File: src/rtl/spike_event_queue.sv
// spike_event_queue
//   Serialises each timestep's parallel spike vector into a stream of
//   spiking-neuron addresses, buffered in a show-ahead FIFO for the host.
//
//   Ports
//     clock            in   rising-edge clock
//     reset_n          in   asynchronous active-low reset
//     spike_valid      in   one-cycle strobe qualifying spike_vec
//     spike_vec        in   [N_NEURONS] bit k set -> neuron k spiked
//     snn_ren          in   pop the head entry at this edge (ignored when empty)
//     snn_event        out  FIFO non-empty, head entry valid
//     neuron_addr_out  out  [ADDR_W] head entry address, 0 when empty
//     fifo_count       out  [$clog2(DEPTH+1)] occupancy 0..DEPTH
//     busy             out  spikes pending or FIFO non-empty
//     overrun          out  sticky: a spike merged into an already-pending bit
module spike_event_queue #(
   parameter int unsigned N_NEURONS = 16,
   parameter int unsigned ADDR_W    = $clog2(N_NEURONS),
   parameter int unsigned DEPTH     = 8
) (
   input  logic                       clock,
   input  logic                       reset_n,
   input  logic                       spike_valid,
   input  logic [N_NEURONS-1:0]       spike_vec,
   input  logic                       snn_ren,
   output logic                       snn_event,
   output logic [ADDR_W-1:0]          neuron_addr_out,
   output logic [$clog2(DEPTH+1)-1:0] fifo_count,
   output logic                       busy,
   output logic                       overrun
);

   localparam int unsigned CNT_W = $clog2(DEPTH+1);
   localparam int unsigned PTR_W = $clog2(DEPTH);

   logic [N_NEURONS-1:0] pending;
   logic [N_NEURONS-1:0] grant;
   logic [N_NEURONS-1:0] clr;
   logic [ADDR_W-1:0]    grant_addr;
   logic                 found;
   logic [ADDR_W-1:0]    mem [DEPTH];
   logic [PTR_W-1:0]     wr_ptr;
   logic [PTR_W-1:0]     rd_ptr;
   logic                 full;
   logic                 pop;
   logic                 push;
   logic [N_NEURONS-1:0] new_spikes;

   // Lowest-index pending bit wins the grant.
   always_comb begin
      grant      = '0;
      grant_addr = '0;
      found      = 1'b0;
      for (int unsigned k = 0; k < N_NEURONS; k++) begin
         if (pending[k] && !found) begin
            grant[k]   = 1'b1;
            grant_addr = ADDR_W'(k);
            found      = 1'b1;
         end
      end
   end

   always_comb begin
      full       = (fifo_count == CNT_W'(DEPTH));
      pop        = snn_ren & snn_event;
      // A pop at full frees the slot the push needs in the same cycle.
      push       = (|pending) & (~full | pop);
      clr        = push ? grant : '0;
      new_spikes = spike_valid ? spike_vec : '0;
   end

   // A same-cycle spike on the granted bit re-arms it rather than being lost.
   always_ff @(posedge clock or negedge reset_n) begin
      if (!reset_n) begin
         pending <= '0;
         overrun <= 1'b0;
      end else begin
         pending <= (pending & ~clr) | new_spikes;
         if (|(new_spikes & pending & ~clr))
            overrun <= 1'b1;
      end
   end

   always_ff @(posedge clock) begin
      if (push)
         mem[wr_ptr] <= grant_addr;
   end

   always_ff @(posedge clock or negedge reset_n) begin
      if (!reset_n) begin
         wr_ptr     <= '0;
         rd_ptr     <= '0;
         fifo_count <= '0;
      end else begin
         if (push)
            wr_ptr <= wr_ptr + PTR_W'(1);
         if (pop)
            rd_ptr <= rd_ptr + PTR_W'(1);
         case ({push, pop})
            2'b10:   fifo_count <= fifo_count + CNT_W'(1);
            2'b01:   fifo_count <= fifo_count - CNT_W'(1);
            default: fifo_count <= fifo_count;
         endcase
      end
   end

   always_comb begin
      snn_event       = (fifo_count != '0);
      neuron_addr_out = snn_event ? mem[rd_ptr] : '0;
      busy            = (|pending) | snn_event;
   end

endmodule

File: config.mk
export PLATFORM = sky130hd
export DESIGN_NAME = spike_event_queue
export DESIGN_NICKNAME = d
export VERILOG_FILES = /design/src/rtl/spike_event_queue.sv
export SDC_FILE = /design/constraint.sdc
export NUM_CORES = 1
export LEC_CHECK = 0
export CAP_MARGIN = 40
export CORE_ASPECT_RATIO = 0.75
export CORE_MARGIN = 5
export CORE_UTILIZATION = 40
export CTS_CLUSTER_DIAMETER = 40
export DETAILED_ROUTE_END_ITERATION = 10
export GPL_TIMING_DRIVEN = 0
export SYNTH_ARGS = -nofsm -noshare
export SYNTH_HDL_FRONTEND = slang
export SYNTH_SLANG_ARGS = --single-unit
File: constraint.sdc
create_clock -name clock -period 3 [get_ports clock]
set_input_delay 0.45 -clock clock [delete_from_list [all_inputs] [get_ports clock]]
set_output_delay 0.45 -clock clock [all_outputs]
set_load 0.02 [all_outputs]
run_1/final_congestion.png
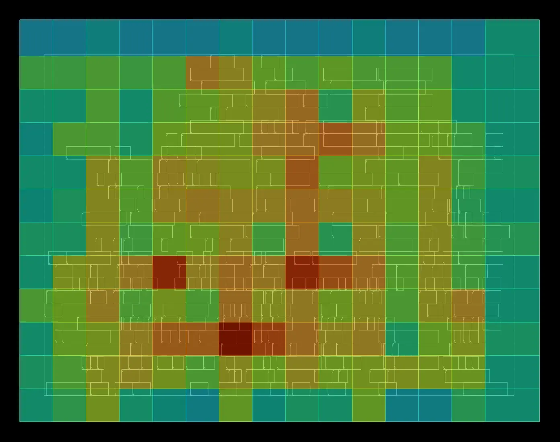
GRT met1 Usage: 23.6%
gr usage total: 15.9%

run_1/met1.png
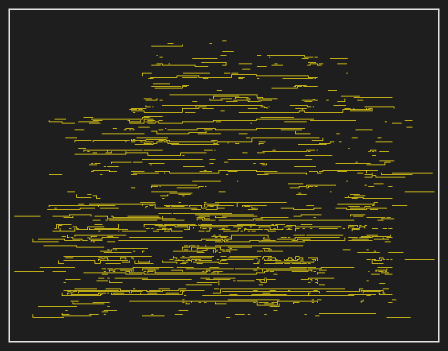
nets with wire on the layer: 292
wire length on this layer: 3120 µm
routed wire length: 6.72 mm
via count: 2155

run_1/port_nets.png
Scale bar: 20 µm.
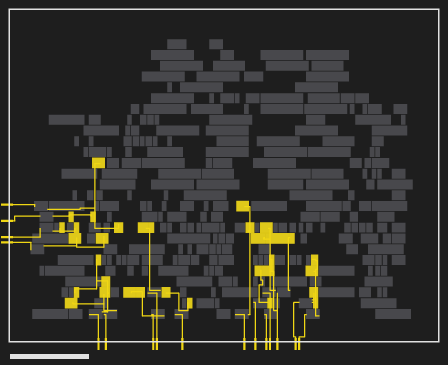
| port | color | bits | direction | end cells | buffers | wire |
|---|---|---|---|---|---|---|
| spike_vec | yellow | 16 | input | 33 | 16 | 418 µm |

run 1: cell families after synthesis:
group / count (synthesis) / share of synthesized area, %
and+or+nand+nor: 97 / 15.6
xor gates and xnor gates: 8 / 2.44
muxes: 12 / 7.66
DFF: 59 / 56.9
adders and majority gates: 5 / 2.44
AOI/OAI and AO/OA: 52 / 12.9
buffers and inverters: 15 / 2.05
run 1: state kept, by name, summed over array words and instances (netlist names):
register	cells
rd_ptr	3
overrun	1
mem	32
fifo_count	4
pending	16
wr_ptr	3
run 1: per-stage QoR:
step / instance area (µm²) / power [mW]
3_3_place_gp: 3290 / 2.24
2_1_floorplan: 2880 / 1.89
5_1_grt: 3540 / 3.13
3_5_place_dp: 3330 / 2.27
6_report: 3540 / 2.93
4_1_cts: 3510 / 2.96
run 1: cells in the mapped netlist (3+ instances only):
cell type and n:
nand2_1 36, edfxtp_1 32, nor2_1 29, dfrtp_1 27, o21ai_0 13, a21oi_1 8
a22o_1 8, mux4_2 8, nor3_1 8, inv_1 7, xnor2_1 7, clkbuf_1 6
nor4_1 5, ha_1 4, mux2i_1 4, and2_1 3, nand2b_1 3, or3_1 3
run 1: worst max path at each step:
stage / start / slack, ns / end / depth (start not counted)
6_report: pending[8]$_DFF_PN0_ / 0.14 / busy / 5
5_1_grt: pending[0]$_DFF_PN0_ / 0.04 / busy / 6
4_1_cts: fifo_count[1]$_DFFE_PN0P_ / 0.01 / neuron_addr_out[0] / 4
3_5_place_dp: pending[8]$_DFF_PN0_ / 0.17 / fifo_count[3]$_DFFE_PN0P_ / 9
3_3_place_gp: pending[0]$_DFF_PN0_ / 0.05 / mem[7][0]$_DFFE_PP_ / 5
2_1_floorplan: pending[8]$_DFF_PN0_ / 0.54 / fifo_count[3]$_DFFE_PN0P_ / 9
==> summary.txt, run 1 <==
run results: number of global-route vias before repair=2024, Diodes inserted=0, nets@finish=316, Placed Instances=between 300 and 400, TritonCTS clock tree=done, root buf cell=clkbuf_8, Crit path arrival time=roughly 2.4 ns, clk_lat worst skew=between 0.3 and 0.4 ns, CP peak stage delay=0.55 ns, flip-flops=59, Clk power=a little under 0.7 mW, vias per cell=about 5.5, fin crit share=a little over nine tenths, DRC=0, layout cells sized above 1=12.5%, Top cells by area=edfxtp_1 (33%), dfrtp_1 (23%), mux4_2 (6.3%), final core utilization=51.3%, area of the mapped netlist=2880 µm², Nets at Floorplan=273, worst path cell trace=nor4_2, nand3_1, nor2_1, nand2_1, clkdlybuf4s50_1, area leader, netlist=edfxtp_1, crit path kind=flop to output pin, Non-Filler Instances=a little under 400, Met1 Wirelength=3.12 mm, Leak Pwr=1.30 nW, reg2reg end=mem[0][1]$_DFFE_PP_, #MultiIn Comb=174, 1st-iter DRT viols=215, chip area=9000 µm², gr ovfl total=0, tool warnings=26, RSZ-0062 raised after global routing=no, Clock buf/inv share=under 10%, die width=108 µm, seq pwr=1.22 mW, Ports=31, count of library flops with an enable pin=32, Mapped Cells=248, hold crit path type=input pin to async pin, WP buf/inv=1, # Cells Yosys=248, Buffers excl. clock=40, postcts setup bufs=0, Dominant cell area share=between 30% and 40%, global route hottest layer=met1, routed length per instance=17.1 µm, M3 GR Usage=6.20%, CP top delay family=simple AND/OR/NAND/NOR gates, Signal inverters=7, Final WS setup=0.141 ns, std cell rows=26, post_cts resized=2, slowest CP cell=clkdlybuf4s50_1, Setup TNS=0 ns, flops out of synthesis=59, Pre-antenna DRT Iters=5, status=completed, min Tclk post-route=2.86 ns, Combinational Power=a little over 1 mW, Seq/total area=roughly 46%, combinational group share of total power=between 30% and 40%, Top Consumer=sequential cells, Slew HR=51.9%, Psw=between 0.9 and 1 mW, Max Slew Vio Count=0, initial antenna violation count=0, clock slew at reported path FFs=0.06 ns, Internal=approximately 2.0 mW, R2R Setup Slk=0.30 ns, f_max=between 0.3 and 0.4 GHz, largest class=registers, largest net degree at the start of global routing=17, Final setup viols=0, Fill cells=633, HPWL Detailed=approximately 4.9 mm, Yosys Warn Count=0, met2 wire length=2.89 mm, pwr dens=828 nW/µm², Worst setup SP type=flop, Synth Area per Inst=roughly 12 µm², Yosys Chip Area=2880 µm², Hold Violations, Final=0, worst slack at placement=between 0.15 and 0.2 ns, asr flop ratio synth=a little under half, Worst Tran Pin Value=0.716 ns, dominant logic cell type in the layout=nand2_1, WL met3=641 µm, Std-Cell Core Area=6900 µm², reg-to-reg critical path startpoint=pending[8]$_DFF_PN0_, Gate Area=1220 µm², Worst Hold Slack=a little over 0.5 ns, Post-synth seq share=56.9%, first-pass GRT wire length=10.8 mm, # hold bufs at CTS=0, clk sinks=~59, worst-path maximum fanout=6, Layout Skew=0.00650 ns, Sw Share=33.1%, Area Overhead vs Synth=23.2%
run_1/clock_map.png
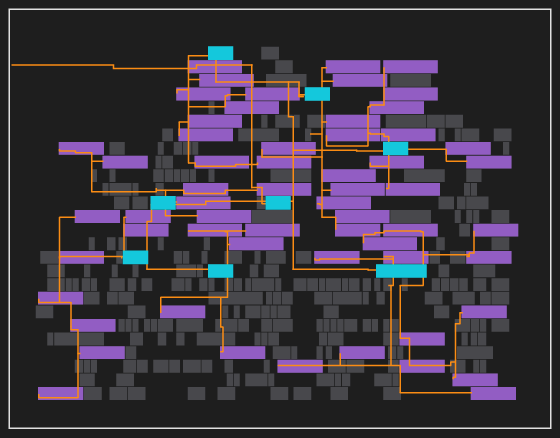

==> run 1 -> run 2 <==
Settings changed: CTS_CLUSTER_SIZE from default to 12, PLACE_DENSITY_LB_ADDON from default to 0.12.
run_2/clock_map.png
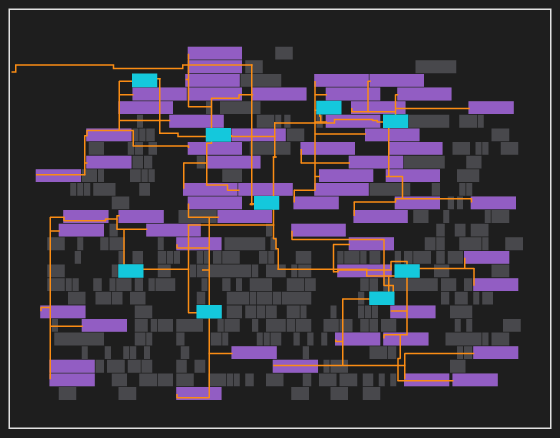
[cells driving clock nets] cyan | count: 9
[flip-flops] purple | count: 59
[clock wires] orange | length: 881 µm
routed clock nets: 10
flops lie: widely spread

run_2/port_nets.png
Scale bar: 20 µm.
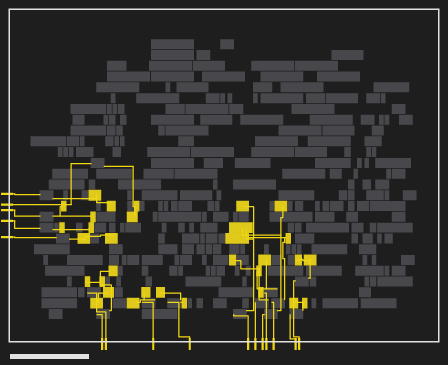
| port | color | bits | direction | end cells | buffers | wire |
|---|---|---|---|---|---|---|
| spike_vec | yellow | 16 | input | 33 | 16 | 449 µm |
input/output buffers: 29
Ports: 31

==> summary.txt, run 2 <==
run results: tool warnings=26, clk_lat worst skew=0.34 ns, RSZ-0062 raised after global routing=no, distinct lib cells=46, hold crit path type=input pin to async pin, die width=about 110 µm, R2R Setup Slk=around 0.23 ns, DRC=0, fp_density=41.7%, FF/Latch Area=1640 µm², Setup TNS=0 ns, reg-to-reg critical path startpoint=pending[8]$_DFF_PN0_, TritonCTS clock tree=done, number of flip-flops in the largest register=32, min Tclk post-route=2.86 ns, largest reg by FF count=mem, status=completed, Hold Violations, Final=0, Regs by FF count=mem (32), pending (16), fifo_count (4), Final WS setup=0.140 ns, routed wire length=6.85 mm, met2 global-route usage=21.5%, clk sinks=59, asr flop ratio synth=45.8%, Worst setup startpoint=fifo_count[1]$_DFFE_PN0P_, pwr dens=849 nW/µm², clock slew at reported path FFs=0.07 ns, reg2reg end=mem[0][0]$_DFFE_PP_, VDD IR-drop max=0.405 mV, FF-to-FF path depth=6, # Cells Yosys=248, Area Overhead vs Synth=24.2%, Synth Area per Inst=11.6 µm², worst path cell trace=or3_1, nor2_1, nand2_1, clkdlybuf4s50_1, Layout Skew=between 0.006 and 0.007 ns, Met1 Wirelength=3.41 mm, Mapped Cells=248, Req. time, crit path=2.55 ns, Max Slew Vio Count=0, initial antenna violation count=0, Top cells by area=edfxtp_1 (33%), dfrtp_1 (23%), mux4_2 (6.3%), Max Cap Viol=0, Yosys Chip Area=2880 µm², Std-Cell Core Area=6900 µm², vias per cell=5.41, Top Layer Used=met4, area of the mapped netlist=2880 µm², flops out of synthesis=59, 1st-iter DRT viols=153, slowest CP cell=clkdlybuf4s50_1, Longest Clk Path Bufs=2, top_reg_cell synth=edfxtp_1, worst slack at placement=0.0221 ns, number of global-route vias before repair=around 2100, HPWL Detailed=5.01 mm, placed instance area=3330 µm², first-pass GRT wire length=11.2 mm, CTS Buf Count=9, count of library flops with an enable pin=32, Worst setup SP type=flop, CP peak stage delay=0.57 ns, Gate Area=approximately 1200 µm², GPL Wtd Cong=approximately 0.88, crit path kind=flop to output pin, layout cells sized above 1=about an eighth, Slew HR=between 40% and 50%, WL met3=488 µm, Dominant cell area share=33.4%, nets@finish=316, fin crit share=95.3%, root buf cell=clkbuf_8, post-synthesis cell type with the largest instance count=nand2_1, largest net degree at the start of global routing=17, Leak Pwr=between 1 and 1.5 nW, most instantiated logic cells after routing=nand2_1 (36), edfxtp_1 (32), nor2_1 (29), clkdlybuf4s50_1 (29), dfrtp_1 (27), Crit path arrival time=2.41 ns, Antenna Violating Nets Remaining=0, gr usage total=16.4%, CP Capture Type=output pin, Pre-antenna DRT Iters=4, design area=3570 µm², Nets at Floorplan=273, Worst Tran Pin Value=about 0.78 ns, std cell rows=26, Post-synth seq share=56.9%, top cells by count, synth=nand2_1 (36), edfxtp_1 (32), nor2_1 (29), dfrtp_1 (27), o21ai_0 (13), Yosys Warn Count=0, f_max=roughly 0.35 GHz, Final setup viols=0, area leader, netlist=edfxtp_1, via count=2131, met2 wire length=2.91 mm, Diodes inserted=0, worst-path maximum fanout=7, Vert. Die Dim=83.4 µm, dominant logic cell type in the layout=nand2_1, crit path capture=busy, gr ovfl total=0, chip area=9000 µm², Fill cells=651, H-tree levels=3
run_2/final_congestion.png
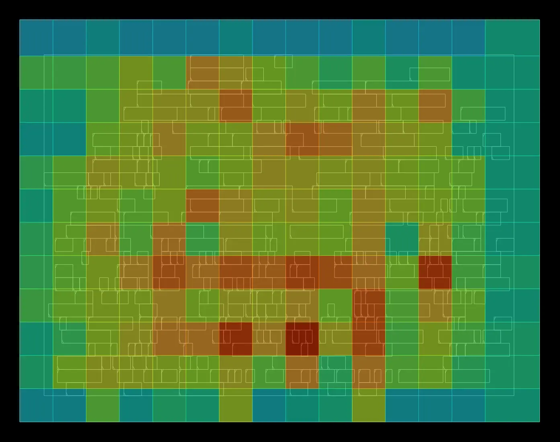
M3 GR Usage: 5.66%
final core utilization: 51.8%
GRT met1 Usage: 25.1%
global route hottest layer: met1
routed length per instance: 17.4 µm

==> run 2: cell counts after synthesis <==
No cell type changed its count.
==> run 2: cell families (layout without fill, tap and decap cells) <==
family | count (synthesis) | after routing | share of synthesized area, %
and+or+nand+nor | 97 | 97 | 15.6
DFF | 59 | 59 | 56.9
AOI/OAI and AO/OA | 52 | 52 | 12.9
buffers and inverters | 15 | 63 | 2.05
muxes | 12 | 12 | 7.66
xor gates and xnor gates | 8 | 8 | 2.44
adders and majority gates | 5 | 5 | 2.44
==> run 2: metrics by stage <==
step | util (%) | power [mW] | hold slack (ns) | cells
3_3_place_gp | 47.7 | 2.24 | 0.531 | 375
3_5_place_dp | 48.3 | 2.28 | 0.537 | 378
6_report | 51.8 | 3.03 | 0.507 | 394
5_1_grt | 51.8 | 3.24 | 0.543 | 394
2_1_floorplan | - | 1.89 | 0.154 | 248
4_1_cts | 51.4 | 3.07 | 0.514 | 394
==> run 2: where the power goes <==
part | internal [mW] | switching (mW)
Sequential | 1.09 | 0.127
Combinational | 0.495 | 0.547
Clock | 0.463 | 0.307
Total | 2.05 | 0.981
==> run 2: timing repair <==
item / in CTS / in global routing
hold buffers: 0 / 0
hold endpoints to repair: 0 / 0
resized: 2 / 4
endpoints found under the setup margin: 6 / 5
cloned: 0 / 0
setup buffers: 0 / 0
==> run 2: layout make-up <==
class,count,share of cell area [%]
flip-flops and latches,59,45.8
multi-input cells,174,34.0
repair buffers,32,9.36
clock buffers,12,3.79
well taps,98,3.43
clock inverters,4,1.89
plain buffers,8,0.946
inverters,7,0.736
==> run 2: worst max-delay path, delay by kind of cell (launching register included) <==
kind | cells | cell delay [ns]
flops | 1 | 0.42
buf+inv | 1 | 0.57
simple gates | 3 | 1.07
Power is estimated from default activity; no workload was simulated.
